### Power grid, run 1

Pins as bars on the die edge. Tap cells in grey.
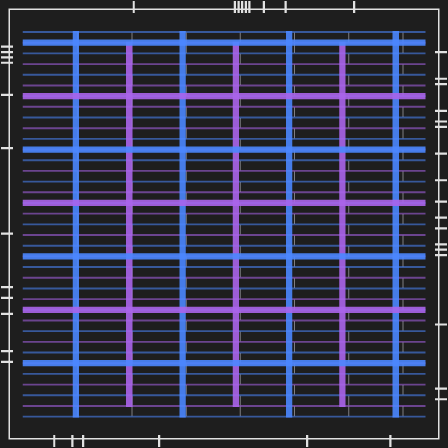
### Logic cells by family, run 1

Bar = 20 um.
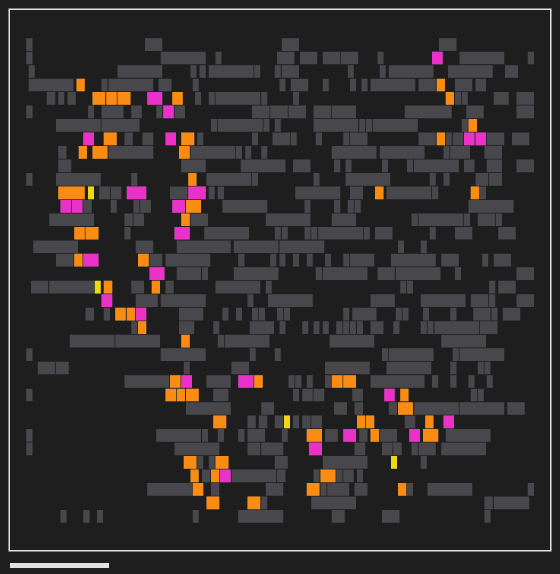
### Routed clock nets over the placement, run 1

Bar = 20 um.
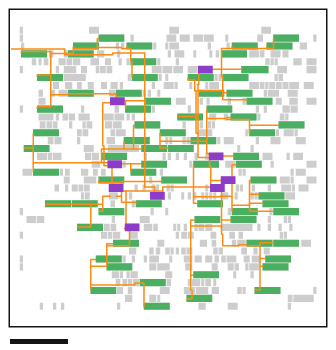
`src/rtl/img_count_bank.sv`:
```
// Per-channel image counters with sticky overflow flags and a snapshot streamer.
// Latency: first word valid 1 cycle after start_flush is accepted; one word per transfer.
// Backpressure: out_word/out_last hold while out_valid & !out_ready; start_flush ignored while busy.
module img_count_bank #(
    parameter int unsigned NUM_CH         = 2,
    parameter int unsigned CNT_W          = 16,
    parameter int unsigned SATURATE       = 1,
    parameter int unsigned CLEAR_ON_FLUSH = 0
) (
    input  logic              clk,
    input  logic              rst_n,
    input  logic [NUM_CH-1:0] img_added,
    input  logic              clear_counts,
    input  logic              start_flush,
    output logic [31:0]       out_word,
    output logic              out_valid,
    input  logic              out_ready,
    output logic              out_last,
    output logic              flush_busy,
    output logic [NUM_CH-1:0] ovf_flags
);

    localparam int unsigned      IDX_W    = $clog2(NUM_CH + 1);
    localparam logic [IDX_W-1:0] LAST_IDX = IDX_W'(NUM_CH);
    localparam logic [CNT_W-1:0] CNT_MAX  = '1;

    localparam logic [0:0] ST_IDLE = 1'b0;
    localparam logic [0:0] ST_SEND = 1'b1;

    logic [0:0]        state_q, state_d;
    logic [IDX_W-1:0]  idx_q, idx_d;
    logic [CNT_W-1:0]  cnt_q  [NUM_CH];
    logic [CNT_W-1:0]  cnt_d  [NUM_CH];
    logic [CNT_W-1:0]  snap_q [NUM_CH];
    logic [CNT_W-1:0]  snap_d [NUM_CH];
    logic [NUM_CH-1:0] ovf_q, ovf_d;
    logic [NUM_CH-1:0] snap_ovf_q, snap_ovf_d;

    logic flush_acc;
    logic xfer;

    assign flush_acc = (state_q == ST_IDLE) && start_flush;
    assign xfer      = out_valid && out_ready;

    // Live counters: clear beats flush-clear, which beats a normal increment.
    always_comb begin
        for (int i = 0; i < NUM_CH; i++) begin
            cnt_d[i] = cnt_q[i];
            ovf_d[i] = ovf_q[i];
            if (clear_counts) begin
                cnt_d[i] = '0;
                ovf_d[i] = 1'b0;
            end else if ((CLEAR_ON_FLUSH != 0) && flush_acc) begin
                cnt_d[i] = CNT_W'(img_added[i]);
                ovf_d[i] = 1'b0;
            end else if (img_added[i]) begin
                if (cnt_q[i] == CNT_MAX) begin
                    ovf_d[i] = 1'b1;
                    cnt_d[i] = (SATURATE != 0) ? CNT_MAX : '0;
                end else begin
                    cnt_d[i] = cnt_q[i] + CNT_W'(1);
                end
            end
        end
    end

    // Snapshot captures the registered counts, so same-cycle increments are excluded.
    always_comb begin
        snap_d     = snap_q;
        snap_ovf_d = snap_ovf_q;
        if (flush_acc) begin
            snap_d     = cnt_q;
            snap_ovf_d = ovf_q;
        end
    end

    always_comb begin
        state_d = state_q;
        idx_d   = idx_q;
        case (state_q)
            ST_IDLE: begin
                if (start_flush) begin
                    state_d = ST_SEND;
                    idx_d   = '0;
                end
            end
            ST_SEND: begin
                if (xfer) begin
                    if (idx_q == LAST_IDX) begin
                        state_d = ST_IDLE;
                        idx_d   = '0;
                    end else begin
                        idx_d = idx_q + IDX_W'(1);
                    end
                end
            end
            default: begin
                state_d = ST_IDLE;
                idx_d   = '0;
            end
        endcase
    end

    always_comb begin
        out_word = '0;
        if (state_q == ST_SEND) begin
            for (int i = 0; i < NUM_CH; i++) begin
                if (idx_q == IDX_W'(i)) begin
                    out_word[CNT_W-1:0] = snap_q[i];
                end
            end
            if (idx_q == LAST_IDX) begin
                out_word[NUM_CH-1:0] = snap_ovf_q;
            end
        end
    end

    assign out_valid  = (state_q == ST_SEND);
    assign out_last   = (state_q == ST_SEND) && (idx_q == LAST_IDX);
    assign flush_busy = (state_q == ST_SEND);
    assign ovf_flags  = ovf_q;

    always_ff @(posedge clk or negedge rst_n) begin
        if (!rst_n) begin
            state_q    <= ST_IDLE;
            idx_q      <= '0;
            cnt_q      <= '{default: '0};
            snap_q     <= '{default: '0};
            ovf_q      <= '0;
            snap_ovf_q <= '0;
        end else begin
            state_q    <= state_d;
            idx_q      <= idx_d;
            cnt_q      <= cnt_d;
            snap_q     <= snap_d;
            ovf_q      <= ovf_d;
            snap_ovf_q <= snap_ovf_d;
        end
    end

endmodule

```
`config.mk`:
```
export PLATFORM = sky130hd
export DESIGN_NAME = img_count_bank
export DESIGN_NICKNAME = d
export VERILOG_FILES = /design/src/rtl/img_count_bank.sv
export SDC_FILE = /design/constraint.sdc
export NUM_CORES = 1
export LEC_CHECK = 0
export CAP_MARGIN = 20
export CELL_PAD_IN_SITES_DETAIL_PLACEMENT = 0
export CELL_PAD_IN_SITES_GLOBAL_PLACEMENT = 1
export CORE_MARGIN = 3
export CORE_UTILIZATION = 35
export DETAILED_ROUTE_END_ITERATION = 10
export PLACE_DENSITY_LB_ADDON = 0.1
export SYNTH_ARGS = -nofsm -noshare
export SYNTH_HDL_FRONTEND = slang
export SYNTH_SLANG_ARGS = --single-unit
export TNS_END_PERCENT = 5
```
`constraint.sdc`:
```
create_clock -name clk -period 2.65 [get_ports clk]
set_input_delay 0.6625 -clock clk [delete_from_list [all_inputs] [get_ports clk]]
set_output_delay 0.6625 -clock clk [all_outputs]
set_load 0.005 [all_outputs]
```
==> results.env, run 1 <==
STATUS='completed'
END_KIND='output pin'
DRV_SLEW=0
INVERTERS=4
ROWS=36
LAYOUT.NONCLK_BUF_SHARE_PCT=9.12
CRITICAL_PATH_REQUIRED_NS=1.99
MAX_CLOCK_FREQ_MHz=406
DRIVE_ABOVE_1_SHARE_PCT=10.4
TIMING.FINAL.WS_SETUP_NS=0.189
YS_TYPES=43
SEQ_TOTAL_AREA_PCT=41.2
GRTUSAGETOTAL_PCT=16.2
DESIGN.PORTCOUNT=44
YOSYSWARNINGCOUNT=0
MULTI_INPUT_COMB_AREA_MM2=0.00174
YS_SEQ_SHARE_PCT=47.9
PLACE_WORST_SETUP_SLACK_NS=0.304
CP-STARTPOINT='idx_q[1]$_DFFE_PN0P_'
TIMING.SETUP.CRITICAL_PATH_CLASS='register to output pin'
AOI_SHARE_PCT=10.2
USE_MET1_PCT=24.8
SLEW_HEADROOM_PCT=60.6
SYNTH.CELLMIX.ADDERSHARE_PCT=0.674
FINAL.CLKBUF_COUNT=10
About 'Power grid':
Purple is VDD. Blue is VSS.
7 straps on met5. 44 signal pins sit on the boundary.

About 'Logic cells by family':
Yellow is inv cells, cells 4, most used inv_1. Orange is aoi and oai cells, cells 56, most used a21oi_1, where all over the die. Magenta is and/or cells, cells 25, most used and3_1.

About 'Routed clock nets over the placement':
Green is flip-flops, count 71. Orange is clock wires, length 968 um. Purple is clock-net drivers, count 9.
Position of the flops: all over the die. There are 10 routed clock nets.

==> run 1: sequential cells by signal, indices dropped and copies added, names as in the netlist <==
name,count
ovf_flags,2
idx_q,2
snap_q,32
snap_ovf_q,2
flush_busy,1
cnt_q,32
==> run 1: routing by layer <==
| metal | vias up | part of all wire, % | wire length (um) |
|---|---|---|---|
| met5 | - | 0 | 0 |
| met4 | 0 | 0.95 | 84 |
| met3 | 6 | 4.3 | 379 |
| met1 | 1383 | 51 | 4470 |
| li1 | 1475 | - | - |
| met2 | 68 | 44 | 3900 |
==> run 1: worst paths after layout <==
path                       slack, ns                       end  cells past startpoint
min reg2reg                     0.48    snap_q[14]$_DFFE_PN0P_                      2
max in group asynchronous       1.98     cnt_q[13]$_DFFE_PN0P_                      2
max reg2reg                     0.51     cnt_q[27]$_DFFE_PN0P_                      6
min in group clk                0.48    snap_q[14]$_DFFE_PN0P_                      2
min                             0.32  ovf_flags[0]$_DFFE_PN0P_                      2
max                             0.19               out_word[4]                      3
==> run 1: metrics by stage <==
stage | power (mW) | cells | util, % | instance area (um2) | hold WS (ns)
2_1_floorplan | 1.61 | 436 | - | 3770 | 0.367
3_3_place_gp | 1.80 | 568 | 40.6 | 4080 | 0.459
3_5_place_dp | 1.81 | 568 | 40.6 | 4080 | 0.465
4_1_cts | 2.81 | 584 | 42.9 | 4310 | 0.349
5_1_grt | 2.95 | 584 | 43.0 | 4320 | 0.338
6_report | 2.77 | 584 | 43.0 | 4320 | 0.323
==> run 1: worst max-delay path, stage by stage (launching register included) <==
cell             delay [ns]
dfrtp_1                0.43
nand2b_2               0.34
nor2_1                 0.18
clkdlybuf4s50_1        0.52
==> run 2: changes to the inputs <==
Settings changed: ABC_AREA set to 0.
==> run 2 against run 1 <==
Effect of this change: flip-flop count unchanged; synthesized cell count unchanged; worst hold slack unchanged; area after synthesis unchanged; final cell count unchanged; critical path type unchanged; largest cell class unchanged; largest power group unchanged.
==> results.env, run 2 <==
ROUTABILITY_DRIVEN_PLACEMENT_CONGESTION_RATIO=0.820
CTS.CLK_SLEW.WORST_PATHS_NS=0.08
FINISH.INSTANCE_AREA_MM2=0.00432
END_KIND='output pin'
YS_SEQ_SHARE_PCT=47.9
DRIVE_ABOVE_1_SHARE_PCT=10.4
CRITICAL_PATH_BUF_INV_COUNT=1
PORT_BUFFERS=27
PLACE.DETAILED.INSTANCES=568
CPLARGESTDELAYFAMILY='simple AND/OR/NAND/NOR gates'
POWER_mW=2.77
WORST_PIN_SLEW_NS=0.586
SYNTH.CELLMIX.ADDERSHARE_PCT=0.674
YOSYSWARNINGCOUNT=0
FLOORPLAN.CORE_UTIL_PCT=36.9
GRTUSAGETOTAL_PCT=16.2
YOSYSMOSTFREQUENTCELL='nand2_1'
TIMING.FINAL.WS_SETUP_NS=0.189
TIMING.SETUP.CRITICAL_PATH_CLASS='register to output pin'
FIN_UTIL_PCT=43.0
CRIT_PATH_MAX_INCR_DELAY_NS=0.52
MAX_CLOCK_FREQ_MHz=406
CLOCK-ROOT-BUFFER='clkbuf_8'
CRITICAL_PATH_REQUIRED_NS=1.99
YS_TYPES=43
SYNTH.TOP_CELLS.BY_COUNT='nand2_1 (111), dfrtp_1 (71), nor2_1 (37)'
ROWS=36
CLOCK_TREE_SINKS=71
MAX-VDD-IR-DROP_uV=365
POSTSYNTH.ASYNCRESETSHARE_PCT=100
SLEW_HEADROOM_PCT=60.6
AOI_SHARE_PCT=10.2
CP_CELL_SEQUENCE='nand2b_2 -> nor2_1 -> clkdlybuf4s50_1'
DRV_SLEW=0
STATUS='completed'
DESIGN.PORTCOUNT=44
PLACE_WORST_SETUP_SLACK_NS=0.304
NETLIST.AREA_LEADER.SHARE_PCT=47.9
FINALCLOCKPERIODUSAGE_PCT=92.9
BIGGESTREGSBYFLOPS='cnt_q x32, snap_q x32'
SETUP-VIOLATIONS-FINAL=0
WHS_NS=0.323
SLOWEST_STAGE='clkdlybuf4s50_1'
FINAL-INSTANCE-COUNT-EXCL-FILL=584
DETAILROUTE.VIA_COUNT=2932
TOOL_WARNINGS=26
HTREE_LEVELS=3
PLACEDINSTANCEAREA_MM2=0.00408
## run 2: cell counts after synthesis
No cell type changed its count.
## run 2: timing repair
action                                  in CTS  in global routing
setup buffers                                0                  0
endpoints found under the setup margin       0                 14
resized                                      0                  3
## run 2: area by class of cell
type                       instances  area, um2
fill                            1024       5720
tap                              133        166
sequential                        71       1780
inverter                           4       15.0
clock buffer                      10        138
timing repair buffer              42        394
multi-input combinational        318       1740
clock inverter                     6       92.6
## run 2: worst paths after layout
kind	depth (start not counted)	slack, ns	end	from
hold reg to reg	2	0.48	snap_q[14]$_DFFE_PN0P_	snap_q[14]$_DFFE_PN0P_
min in group clk	2	0.48	snap_q[14]$_DFFE_PN0P_	snap_q[14]$_DFFE_PN0P_
setup reg to reg	6	0.51	cnt_q[27]$_DFFE_PN0P_	cnt_q[16]$_DFFE_PN0P_
max in group asynchronous	2	1.98	cnt_q[13]$_DFFE_PN0P_	rst_n
hold / removal	2	0.32	ovf_flags[0]$_DFFE_PN0P_	rst_n
setup / recovery	3	0.19	out_word[4]	idx_q[1]$_DFFE_PN0P_
## run 2: cells by family after synthesis
family	Yosys count
adder cells (fa/ha/maj)	2
AND-OR/OR-AND	58
flip-flops	71
other	1
buffers and inverters	47
multiplexers	21
AND/OR/NAND/NOR	221
## run 2: layer usage
| layer | share of wire [%] | GRT usage, % | vias to the layer above |
|---|---|---|---|
| met3 | 4.3 | 3.32 | 6 |
| met4 | 0.95 | 4.60 | 0 |
| met1 | 51 | 24.8 | 1383 |
| met2 | 44 | 22.9 | 68 |
| li1 | - | - | 1475 |
| met5 | 0 | 0 | - |
## run 2: power breakdown
| part | internal (mW) | switching (mW) | total (mW) |
|---|---|---|---|
| registers | 1.16 | 0.0666 | 1.23 |
| clock network | 0.561 | 0.431 | 0.992 |
| logic | 0.247 | 0.307 | 0.554 |
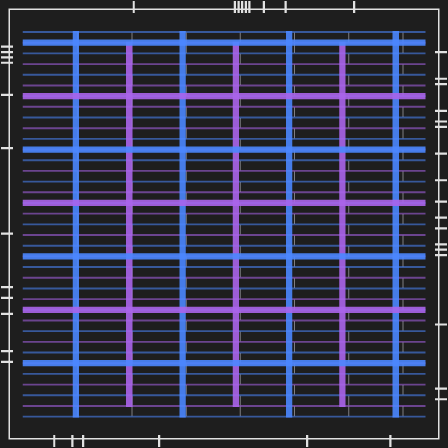
*Power grid, run 2*
Pins as bars on the die edge. Tap cells in grey.
Blue is VSS. Purple is VDD.
The core has 36 rows. 7 straps on met5.

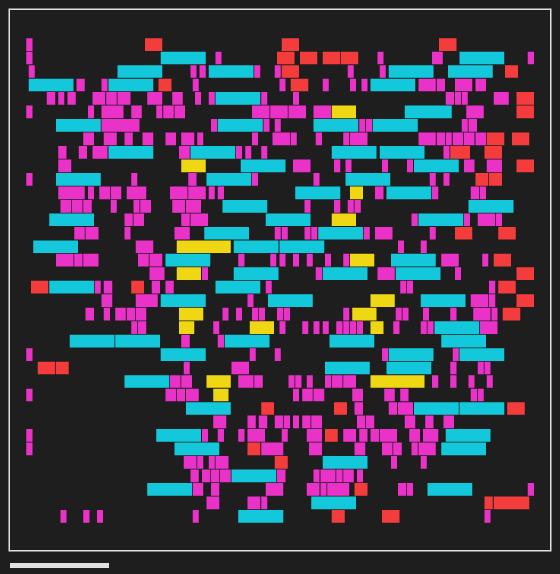
*Cell classes on the final placement, run 2*
Bar = 20 um.
Yellow is clock drivers and dummy loads, cells 16. Red is remaining buffers and delay cells, cells 42. Cyan is registers, cells 71. Magenta is remaining logic cells, cells 322.

==> run 3: changes to the inputs <==
Settings changed: ABC_AREA 0 to 1, CTS_CLUSTER_DIAMETER set to 50.
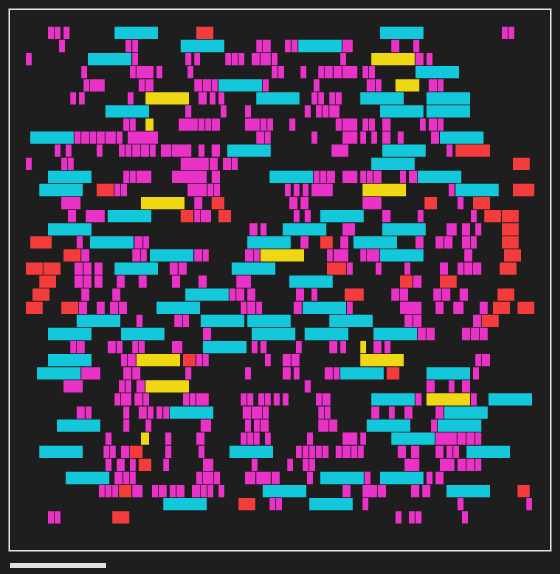
*Cell classes on the final placement, run 3*
Bar = 20 um.
Yellow is clock drivers and dummy loads, cells 13. Cyan is registers, cells 71. Magenta is remaining logic cells, cells 423. Red is remaining buffers and delay cells, cells 41.

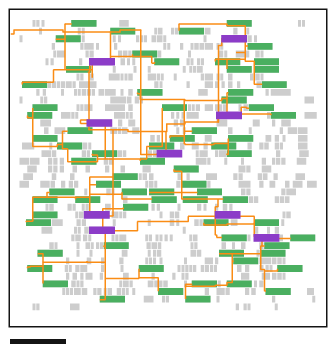
*Routed clock nets over the placement, run 3*
Bar = 20 um.
Green is flip-flops, count 71. Purple is clock-net drivers, count 9. Orange is clock wires, length 1090 um.
Position of the flops: all over the die.

==> run 3 against run 2 <==
Effect of this change: register-to-register slack better by 0.38 ns; critical path type unchanged; highest routed layer unchanged; first-iteration DRC count is 11% higher; clock power is 8% higher; largest power group unchanged; non-clock buffer count is 1 lower; critical endpoint is now out_word[1].
==> results.env, run 3 <==
STATUS='completed'
MAX_CLOCK_FREQ_MHz=389
FINAL-INSTANCE-COUNT-EXCL-FILL=688
CTS_POST_SETUP_BUFFERS_INSERTED=0
FINISH.INSTANCE_AREA_MM2=0.00463
GLOBALROUTEMET3UTIL_PCT=4.20
YS_TYPES=32
NETLIST.AREA_LEADER.SHARE_PCT=45.0
YOSYSWARNINGCOUNT=0
CLOCK_TREE_SINKS=71
ROUTABILITY_DRIVEN_PLACEMENT_CONGESTION_RATIO=0.769
WHS_NS=0.290
SYNTH.TOP_CELLS.BY_COUNT='nand2_1 (149), dfrtp_1 (71), nand3_1 (64)'
HTREE_LEVELS=3
MAX-VDD-IR-DROP_uV=351
DETAILROUTE.VIA_COUNT=3306
SLEW_HEADROOM_PCT=60.7
PLACE.DETAILED.INSTANCES=675
GRTUSAGETOTAL_PCT=17.2
SETUP-VIOLATIONS-FINAL=0
CRITICAL_PATH_REQUIRED_NS=1.99
POSTSYNTH.ASYNCRESETSHARE_PCT=100
DRV_SLEW=0
DRIVE_ABOVE_1_SHARE_PCT=10.8
MET2_USAGE_PCT=26.1
TOOL_WARNINGS=27
MET3ROUTEDLENGTH_UM=308
HIGHEST-SIGNAL-LAYER='met4'
REGISTER_AREA_MM2=0.00178
FIN_UTIL_PCT=42.3
BIGGESTREGSBYFLOPS='cnt_q x32, snap_q x32'
WORST_PIN_SLEW_NS=0.588
DESIGN.PORTCOUNT=44
PLACE_WORST_SETUP_SLACK_NS=0.323
POWER.SWITCHING_mW=0.901
POWER.SEQUENTIAL.FRACTION_PCT=41.7
MET2ROUTEDLENGTH_UM=4380
run 3: kinds of logic after synthesis:
logic type               count (synthesis)  synth area share, %
AND/OR/NAND/NOR                        261                 29.8
buffers and inverters                   83                 9.98
AND-OR/OR-AND                           80                 10.4
flip-flops                              71                 45.0
XOR/XNOR                                12                 2.66
multiplexers                             5                 1.43
adder cells (fa/ha/maj)                  2                0.634
other                                    1               0.0950
run 3: worst paths after layout:
path | from | endpoint | slack, ns | cells past startpoint
setup / recovery | idx_q[1]$_DFFE_PN0P_ | out_word[1] | 0.08 | 5
hold / removal | rst_n | cnt_q[16]$_DFFE_PN0P_ | 0.29 | 1
setup reg to reg | flush_busy$_DFF_PN0_ | snap_q[16]$_DFFE_PN0P_ | 0.89 | 5
hold reg to reg | snap_q[30]$_DFFE_PN0P_ | snap_q[30]$_DFFE_PN0P_ | 0.49 | 2
max in group asynchronous | rst_n | cnt_q[22]$_DFFE_PN0P_ | 1.78 | 2
min in group clk | snap_q[30]$_DFFE_PN0P_ | snap_q[30]$_DFFE_PN0P_ | 0.49 | 2
run 3: final cells by class:
type                            count  area share, %
Clock inverter                      2          0.216
Sequential cell                    71           38.4
Tap cell                          140           3.78
Multi-Input combinational cell    376           40.0
Timing Repair Buffer               41           8.60
Clock buffer                       11           5.24
Inverter                           47           3.81
run 3: power by group through the flow:
stage                     registers, mW  logic (mW)  clock network [mW]
after global routing               1.23       0.698                1.15
after detailed placement           1.24       0.605                   0
after global placement             1.23       0.596                   0
after CTS                          1.22       0.611                1.10
after floorplan                    1.22       0.402                   0
final                              1.22       0.625                1.07
run 3: worst max-delay path, stage by stage (launching register included):
cell,delay [ns]
dfrtp_1,0.42
inv_2,0.13
buf_4,0.21
nand3_1,0.10
a31oi_2,0.19
clkdlybuf4s50_1,0.53
Power figures rest on the tool's default switching activity, not on a simulated workload.
